[config.mk]
export PLATFORM = sky130hd
export DESIGN_NAME = output_sram_collector_flat
export DESIGN_NICKNAME = d
export VERILOG_FILES = /design/src/rtl/output_sram_collector_pkg.sv /design/src/rtl/output_sram_collector_if.sv /design/src/rtl/output_sram_collector_rr_arbiter.sv /design/src/rtl/output_sram_collector.sv /design/src/flat_wrapper.sv
export SDC_FILE = /design/constraint.sdc
export NUM_CORES = 1
export LEC_CHECK = 0
export ABC_AREA = 1
export CORE_MARGIN = 8
export CORE_UTILIZATION = 35
export CTS_BUF_LIST = sky130_fd_sc_hd__clkbuf_16
export DETAILED_ROUTE_END_ITERATION = 8
export GPL_ROUTABILITY_DRIVEN = 0
export HOLD_SLACK_MARGIN = 0.02
export PLACE_DENSITY = 0.71
export SLEW_MARGIN = 40
export SYNTH_ARGS = -nofsm -noshare
export SYNTH_HDL_FRONTEND = slang
export SYNTH_SLANG_ARGS = --single-unit
[constraint.sdc]
create_clock -name clk -period 4.75 [get_ports clk]
set_input_delay 0.7125 -clock clk [delete_from_list [all_inputs] [get_ports clk]]
set_output_delay 0.7125 -clock clk [all_outputs]
set_load 0.02 [all_outputs]
[src/rtl/output_sram_collector_pkg.sv]
// Shared types and constants for the bank-to-output-SRAM collector.
// Bank packet layout matches the vertex accumulation bank side of the protocol.
package output_sram_collector_pkg;

    localparam int FV_SIZE_C     = 16;
    localparam int MAX_FV_NUM_C  = 16;
    localparam int MAX_NODE_ID_C = 64;
    localparam int NODE_W_C      = $clog2(MAX_NODE_ID_C);

    typedef struct packed {
        logic                          req;
        logic                          Grant_valid;
        logic                          sos;
        logic                          eos;
        logic [1:0][FV_SIZE_C-1:0]     data;
        logic [NODE_W_C-1:0]           Node_id;
    } Bank_Req2Req_Output_SRAM;

    typedef enum logic {
        ST_IDLE   = 1'b0,
        ST_STREAM = 1'b1
    } coll_state_e;

endpackage

[src/rtl/output_sram_collector_if.sv]
// Bank request/stream bundle plus the SRAM write port of the collector.
// master = bank/SRAM side, slave = collector.
interface output_sram_collector_if
    import output_sram_collector_pkg::*;
#(
    parameter int NUM_BANKS = 4,
    parameter int FV_SIZE   = FV_SIZE_C,
    parameter int NODE_W    = NODE_W_C,
    parameter int ADDR_W    = NODE_W_C + $clog2(MAX_FV_NUM_C / 2)
) ();

    Bank_Req2Req_Output_SRAM [NUM_BANKS-1:0] bank_pkt;
    logic [NUM_BANKS-1:0]                    req_grant;
    logic                                    sram_wen;
    logic [ADDR_W-1:0]                       sram_addr;
    logic [2*FV_SIZE-1:0]                    sram_wdata;
    logic                                    node_done;
    logic [NODE_W-1:0]                       node_done_id;
    logic                                    busy;
    logic                                    proto_err;

    modport master (
        output bank_pkt,
        input  req_grant, sram_wen, sram_addr, sram_wdata,
        input  node_done, node_done_id, busy, proto_err
    );

    modport slave (
        input  bank_pkt,
        output req_grant, sram_wen, sram_addr, sram_wdata,
        output node_done, node_done_id, busy, proto_err
    );

endinterface

[src/rtl/output_sram_collector_rr_arbiter.sv]
// Round-robin arbiter: search starts one past the last granted index.
// The pointer only moves when a grant is actually issued.
module rr_arbiter #(
    parameter int N = 4
) (
    input  logic         clk,
    input  logic         reset,
    input  logic [N-1:0] i_req,
    input  logic         i_en,
    output logic [N-1:0] o_gnt
);

    localparam int IDX_W = (N > 1) ? $clog2(N) : 1;

    logic [IDX_W-1:0] r_last;
    logic [IDX_W-1:0] w_pick;
    logic [IDX_W-1:0] w_cand;
    logic             w_found;

    always_comb begin
        w_found = 1'b0;
        w_pick  = r_last;
        w_cand  = r_last;
        for (int k = 1; k <= N; k++) begin
            w_cand = IDX_W'((int'(r_last) + k) % N);
            if (!w_found && i_req[w_cand]) begin
                w_found = 1'b1;
                w_pick  = w_cand;
            end
        end
        o_gnt = '0;
        if (i_en && w_found) o_gnt[w_pick] = 1'b1;
    end

    always_ff @(posedge clk) begin
        if (reset)                r_last <= IDX_W'(N - 1);
        else if (i_en && w_found) r_last <= w_pick;
    end

endmodule

[src/rtl/output_sram_collector.sv]
// Collects granted bank streams (sos..eos, two FVs per beat) into the output
// feature SRAM, one row per beat at Node_id*ROWS_PER_NODE + beat index.
module output_sram_collector
    import output_sram_collector_pkg::*;
#(
    parameter int NUM_BANKS     = 4,
    parameter int FV_SIZE       = FV_SIZE_C,
    parameter int MAX_FV_NUM    = MAX_FV_NUM_C,
    parameter int NODE_W        = NODE_W_C,
    parameter int ROWS_PER_NODE = MAX_FV_NUM / 2,
    parameter int ADDR_W        = NODE_W + $clog2(ROWS_PER_NODE)
) (
    input  logic                   clk,
    input  logic                   reset,
    output_sram_collector_if.slave io_bus
);

    localparam int BANK_W = (NUM_BANKS > 1) ? $clog2(NUM_BANKS) : 1;
    localparam int BEAT_W = $clog2(ROWS_PER_NODE + 1);

    coll_state_e             r_state, w_state_nxt;
    logic [NUM_BANKS-1:0]    r_pending, w_req, w_gv, w_gnt, w_cur_mask;
    logic [BANK_W-1:0]       r_cur_bank, w_cur_bank_nxt, w_gnt_idx;
    logic [NODE_W-1:0]       r_cur_node, w_cur_node_nxt;
    logic [BEAT_W-1:0]       r_beat_idx, w_beat_nxt;
    Bank_Req2Req_Output_SRAM w_pkt;

    logic                    r_wen, w_wen;
    logic [ADDR_W-1:0]       r_addr, w_addr;
    logic [2*FV_SIZE-1:0]    r_wdata, w_wdata;
    logic                    r_done, w_done;
    logic [NODE_W-1:0]       r_done_id, w_done_id;
    logic                    r_err, w_err;

    function automatic logic [ADDR_W-1:0] row_addr(input logic [NODE_W-1:0] node,
                                                   input logic [BEAT_W-1:0] beat);
        return ADDR_W'(node) * ADDR_W'(ROWS_PER_NODE) + ADDR_W'(beat);
    endfunction

    rr_arbiter #(.N(NUM_BANKS)) u_arb (
        .clk   (clk),
        .reset (reset),
        .i_req (r_pending),
        .i_en  ((r_state == ST_IDLE) && !reset),
        .o_gnt (w_gnt)
    );

    always_comb begin
        w_gnt_idx = '0;
        for (int i = 0; i < NUM_BANKS; i++) begin
            w_req[i] = io_bus.bank_pkt[i].req;
            w_gv[i]  = io_bus.bank_pkt[i].Grant_valid;
            if (w_gnt[i]) w_gnt_idx = BANK_W'(i);
        end
        w_cur_mask = NUM_BANKS'(1) << r_cur_bank;
    end

    always_comb begin
        w_state_nxt    = r_state;
        w_cur_bank_nxt = r_cur_bank;
        w_cur_node_nxt = r_cur_node;
        w_beat_nxt     = r_beat_idx;
        w_pkt          = '0;
        w_wen          = 1'b0;
        w_addr         = r_addr;
        w_wdata        = r_wdata;
        w_done         = 1'b0;
        w_done_id      = r_done_id;
        w_err          = 1'b0;
        case (r_state)
            ST_IDLE: begin
                if (|w_gnt) begin
                    w_pkt = io_bus.bank_pkt[w_gnt_idx];
                    if (|(w_gv & ~w_gnt)) w_err = 1'b1;
                    if (w_pkt.Grant_valid && w_pkt.sos) begin
                        w_wen          = 1'b1;
                        w_addr         = row_addr(w_pkt.Node_id, '0);
                        w_wdata        = {w_pkt.data[1], w_pkt.data[0]};
                        w_cur_bank_nxt = w_gnt_idx;
                        w_cur_node_nxt = w_pkt.Node_id;
                        w_beat_nxt     = BEAT_W'(1);
                        if (w_pkt.eos) begin
                            w_done    = 1'b1;
                            w_done_id = w_pkt.Node_id;
                        end else begin
                            w_state_nxt = ST_STREAM;
                        end
                    end else begin
                        w_err = 1'b1;
                    end
                end else if (|w_gv) begin
                    w_err = 1'b1;
                end
            end
            ST_STREAM: begin
                w_pkt = io_bus.bank_pkt[r_cur_bank];
                if (|(w_gv & ~w_cur_mask)) w_err = 1'b1;
                if (w_pkt.Grant_valid) begin
                    // Beats past the node's reserved rows are dropped, not wrapped.
                    if (r_beat_idx == BEAT_W'(ROWS_PER_NODE)) begin
                        w_err = 1'b1;
                    end else begin
                        w_wen      = 1'b1;
                        w_addr     = row_addr(r_cur_node, r_beat_idx);
                        w_wdata    = {w_pkt.data[1], w_pkt.data[0]};
                        w_beat_nxt = r_beat_idx + BEAT_W'(1);
                        w_done     = w_pkt.eos;
                        if (w_pkt.eos) w_done_id = r_cur_node;
                    end
                    if (w_pkt.eos) w_state_nxt = ST_IDLE;
                end
            end
            default: w_state_nxt = ST_IDLE;
        endcase
    end

    always_ff @(posedge clk) begin
        if (reset) begin
            r_state   <= ST_IDLE;
            r_pending <= '0;
            r_wen     <= 1'b0;
            r_addr    <= '0;
            r_wdata   <= '0;
            r_done    <= 1'b0;
            r_done_id <= '0;
            r_err     <= 1'b0;
        end else begin
            r_state   <= w_state_nxt;
            r_pending <= (r_pending & ~w_gnt) | w_req;
            r_wen     <= w_wen;
            r_addr    <= w_addr;
            r_wdata   <= w_wdata;
            r_done    <= w_done;
            r_done_id <= w_done_id;
            r_err     <= r_err | w_err;
        end
    end

    always_ff @(posedge clk) begin
        r_cur_bank <= w_cur_bank_nxt;
        r_cur_node <= w_cur_node_nxt;
        r_beat_idx <= w_beat_nxt;
    end

    assign io_bus.req_grant    = w_gnt;
    assign io_bus.sram_wen     = r_wen;
    assign io_bus.sram_addr    = r_addr;
    assign io_bus.sram_wdata   = r_wdata;
    assign io_bus.node_done    = r_done;
    assign io_bus.node_done_id = r_done_id;
    assign io_bus.busy         = (|r_pending) || (r_state == ST_STREAM);
    assign io_bus.proto_err    = r_err;

endmodule

[src/flat_wrapper.sv]
// flat-port wrapper written by rule: the top's interface ports become plain ports
module output_sram_collector_flat import output_sram_collector_pkg::*;
#(
    parameter int NUM_BANKS     = 4,
    parameter int FV_SIZE       = FV_SIZE_C,
    parameter int MAX_FV_NUM    = MAX_FV_NUM_C,
    parameter int NODE_W        = NODE_W_C,
    parameter int ROWS_PER_NODE = MAX_FV_NUM / 2,
    parameter int ADDR_W        = NODE_W + $clog2(ROWS_PER_NODE)
)
  (clk, reset, io_bus_bank_pkt, io_bus_req_grant, io_bus_sram_wen, io_bus_sram_addr, io_bus_sram_wdata, io_bus_node_done, io_bus_node_done_id, io_bus_busy, io_bus_proto_err);
  output_sram_collector_if #(.NUM_BANKS(NUM_BANKS), .FV_SIZE(FV_SIZE), .NODE_W(NODE_W), .ADDR_W(ADDR_W)) io_bus_i ();
  input  logic clk;
  input  logic reset;
  input wire logic [$bits(io_bus_i.bank_pkt)-1:0] io_bus_bank_pkt;
  output wire logic [$bits(io_bus_i.req_grant)-1:0] io_bus_req_grant;
  output wire logic [$bits(io_bus_i.sram_wen)-1:0] io_bus_sram_wen;
  output wire logic [$bits(io_bus_i.sram_addr)-1:0] io_bus_sram_addr;
  output wire logic [$bits(io_bus_i.sram_wdata)-1:0] io_bus_sram_wdata;
  output wire logic [$bits(io_bus_i.node_done)-1:0] io_bus_node_done;
  output wire logic [$bits(io_bus_i.node_done_id)-1:0] io_bus_node_done_id;
  output wire logic [$bits(io_bus_i.busy)-1:0] io_bus_busy;
  output wire logic [$bits(io_bus_i.proto_err)-1:0] io_bus_proto_err;
  assign io_bus_i.bank_pkt = io_bus_bank_pkt;
  assign io_bus_req_grant = io_bus_i.req_grant;
  assign io_bus_sram_wen = io_bus_i.sram_wen;
  assign io_bus_sram_addr = io_bus_i.sram_addr;
  assign io_bus_sram_wdata = io_bus_i.sram_wdata;
  assign io_bus_node_done = io_bus_i.node_done;
  assign io_bus_node_done_id = io_bus_i.node_done_id;
  assign io_bus_busy = io_bus_i.busy;
  assign io_bus_proto_err = io_bus_i.proto_err;
  output_sram_collector #(.NUM_BANKS(NUM_BANKS), .FV_SIZE(FV_SIZE), .MAX_FV_NUM(MAX_FV_NUM), .NODE_W(NODE_W), .ROWS_PER_NODE(ROWS_PER_NODE), .ADDR_W(ADDR_W)) u_core (.clk(clk), .reset(reset), .io_bus(io_bus_i));
endmodule
==> summary.log <==
qor: critical_path.critPathBufInv 4
qor: critical_path.worst-endpoint-required 4040 ps
qor: floorplan.coreArea 17800 µm²
qor: cells_and_area.final_core_utilization 49.8%
qor: critical_path.critical_path_depth 13
qor: sta.worst_slew_slack_as_a_fraction_of_its_limit 51.6%
qor: clock_tree.cts_buffers 9
qor: sta.min_period_over_period 90.3%
qor: pwr.power.net_switching 2.66 mW
qor: cells_and_area.layout.area.comb 3740 µm²
qor: placed_design.placed_cell_area 8560 µm²
qor: sta.fin_setup_tns 0 ps
qor: placed_design.port_buffers 224
qor: sta.final.setup.worst_slack 461 ps
qor: run.warning_count 27
qor: critical_path.peak_fanout_along_the_critical_path 52
qor: floorplan.horizontal_extent_of_the_die 150 µm
qor: grt.initial_antenna_violation_count 0
qor: synth.post_synth_instance_area 6280 µm²
qor: cells_and_area.syn_to_final_growth 41.0%
qor: critical_path.crit_chain inv_1, nand2_1, nand2_2, nand2_4, nand2_4, nor2_8, nand2_4, nand2_4, nand3_4, inv_2, nand2_1, inv_1, clkdlybuf4s50_1
qor: min_path.min-delay-path-class flop to flop
qor: min_path.worst_hold_path.num_cells 2
qor: synth.area_leaders sky130_fd_sc_hd__nand2_1, sky130_fd_sc_hd__dfxtp_1, sky130_fd_sc_hd__inv_1
qor: synth.ys_area 6280 µm²
qor: synth.post_synth.cell_area_avg 5.76 µm²
qor: clock_tree.clockRootBuffer sky130_fd_sc_hd__clkbuf_16
qor: synth.post_synthesis_net_count 1263
qor: drt.antenna_left 0
qor: run.cap_violations 0
qor: critical_path.critPathMaxStageDelay 600 ps
qor: cells_and_area.final_layout_top_logic_cell sky130_fd_sc_hd__nand2_1
qor: sta.setup_violations 0
qor: outcome.run_status completed
qor: placed_design.place.detailed.hpwl 17.2 mm
qor: drt.post-route-drc-count 0
qor: critical_path.reg2regPathDepth 16
qor: synth.yosys.cell_types.count 33
qor: cells_and_area.stdcell_count 1496
qor: floorplan.fp_util 35.3%
qor: pwr.comb_power_share 68.3%
qor: cells_and_area.area_of_all_placed_cells_without_fillers 8850 µm²
qor: grt.grt_max_degree 84
qor: sta.report.final.hold_viol_count 0
-- tightest hold or removal path, cell delays in order (launching register included) --
cell and delay, ps:
sky130_fd_sc_hd__dfxtp_1 310, sky130_fd_sc_hd__nand3_1 70, sky130_fd_sc_hd__a21oi_1 60
-- state kept, by name, summed over array words and instances, names as in the netlist --
signal	cells
u_core.io_bus.sram_addr	9
u_core.io_bus.node_done	1
u_core.io_bus.node_done_id	6
u_core.io_bus.sram_wdata	32
u_core.io_bus.sram_wen	1
u_core.r_pending	4
u_core.io_bus.proto_err	1
u_core.r_beat_idx	4
u_core.r_state	1
u_core.r_cur_bank	2
u_core.u_arb.r_last	2
u_core.r_cur_node	6
-- power groups by stage --
| stage | Sequential [mW] | Clock [mW] | Combinational (mW) |
|---|---|---|---|
| after floorplan | 1.10 | 0 | 2.29 |
| after global placement | 0.953 | 0 | 3.44 |
| after detailed placement | 0.953 | 0 | 3.46 |
| after CTS | 0.945 | 0.688 | 3.48 |
| after global routing | 0.969 | 0.710 | 3.86 |
| final | 0.946 | 0.676 | 3.49 |
-- Yosys cell counts (all sizes together) --
library cell / count
xor2: 3
nor4: 1
nor2: 95
nand4: 55
o21a: 1
nand3b: 2
a221oi: 24
dfxtp: 57
o22ai: 45
nand2: 326
and2: 6
nand3: 120
edfxtp: 12
nor3: 1
a21oi: 53
clkbuf: 34
o21ai: 26
buf: 43
a21boi: 1
ha: 4
xnor2: 1
inv: 179
-- worst paths after layout --
| kind | to | slack, ps | start |
|---|---|---|---|
| worst max register to register | u_core.io_bus.sram_addr[1] | 740 | u_core.u_arb.r_last[0] |
| worst max-delay path | io_bus_req_grant[1] | 460 | u_core.u_arb.r_last[0] |
| worst min register to register | u_core.io_bus.sram_wdata[30] | 480 | u_core.io_bus.sram_wdata[30] |
| worst min-delay path | u_core.io_bus.sram_wdata[30] | 480 | u_core.io_bus.sram_wdata[30] |
-- layer usage --
layer	share of wire, %	track usage [%]
met4	1.5	6.00
met2	46	35.2
met1	42	25.2
met5	0	0
met3	9.6	6.11
-- final cells by class --
type / instances / share of cell area (%)
Clock buffer: 10 / 2.83
Clock inverter: 6 / 0.495
Inverter: 179 / 7.59
Multi-Input combinational cell: 764 / 42.3
Sequential cell: 69 / 17.0
Tap cell: 229 / 3.24
Timing Repair Buffer: 239 / 26.6
-- kinds of logic after synthesis --
logic type | Yosys count | synth area share, %
XOR/XNOR | 4 | 0.558
adder cells (fa/ha/maj) | 4 | 0.797
buffers and inverters | 256 | 16.6
AND/OR/NAND/NOR | 606 | 43.8
flip-flops | 69 | 23.9
AND-OR/OR-AND | 150 | 14.4
Figure 1. Clock distribution.
The bar under the picture is 50 µm long.
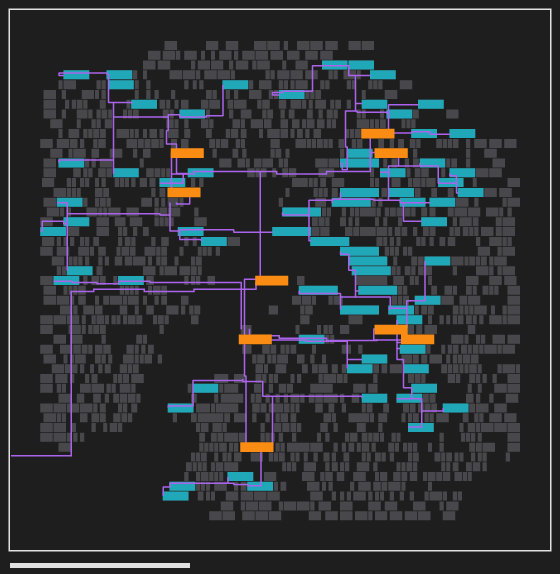
[flip-flops] cyan | count: 69
[clock wires] purple | length: 1200 µm
[cells driving clock nets] orange | count: 9
routed clock nets	10

Figure 2. Where the registers sit.
Other sequential cells in the stronger grey, the rest of the logic in the fainter grey.
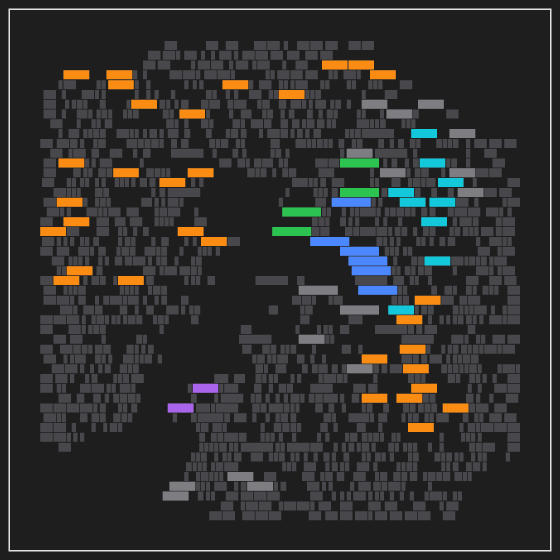
name in the netlist	colour	sequential cells
u_core.u_arb.r_last	purple	2
u_core.io_bus.sram_addr	cyan	9
u_core.io_bus.sram_wdata	orange	32
u_core.r_cur_node	blue	6
u_core.r_beat_idx	green	4
not coloured	16

Figure 3. Sizing map.
The bar under the picture is 50 µm long.
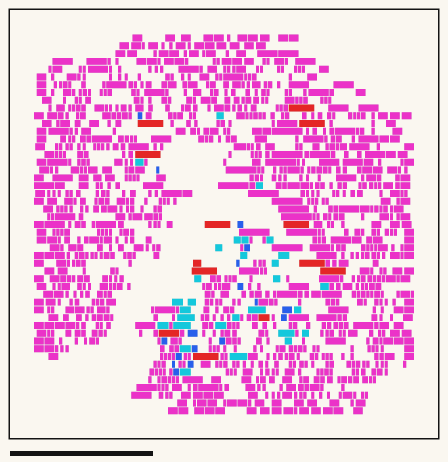
size	colour	cells	most used
drive 6 and up	red	13	clkbuf_16
drive 1 or less	magenta	1208	nand2_1
drive 3 to 4	cyan	29	buf_4
drive 2	blue	17	nand2_2

Figure 4. Clock wiring as the flow saved it.
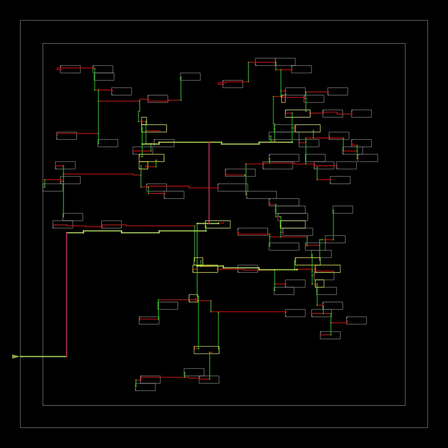
Flop Count: 69
clk latency late pin: 340 ps
clock buffer instance count of the final layout: 10
number of sinks on the clock net: 69
power attributed to the clock group: 0.676 mW

Figure 5. The metal 4 layer.
Supply wires on this layer in grey.
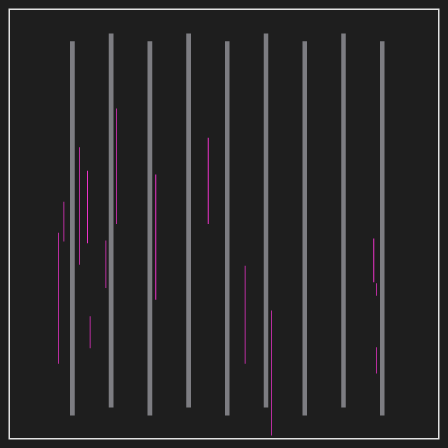
longest straight run	45.6 µm
share of all routed wire	1.5%
main direction	vertical
nets with wire on the layer	11
wire length on this layer	371 µm

Power and IR drop assume default switching activity.
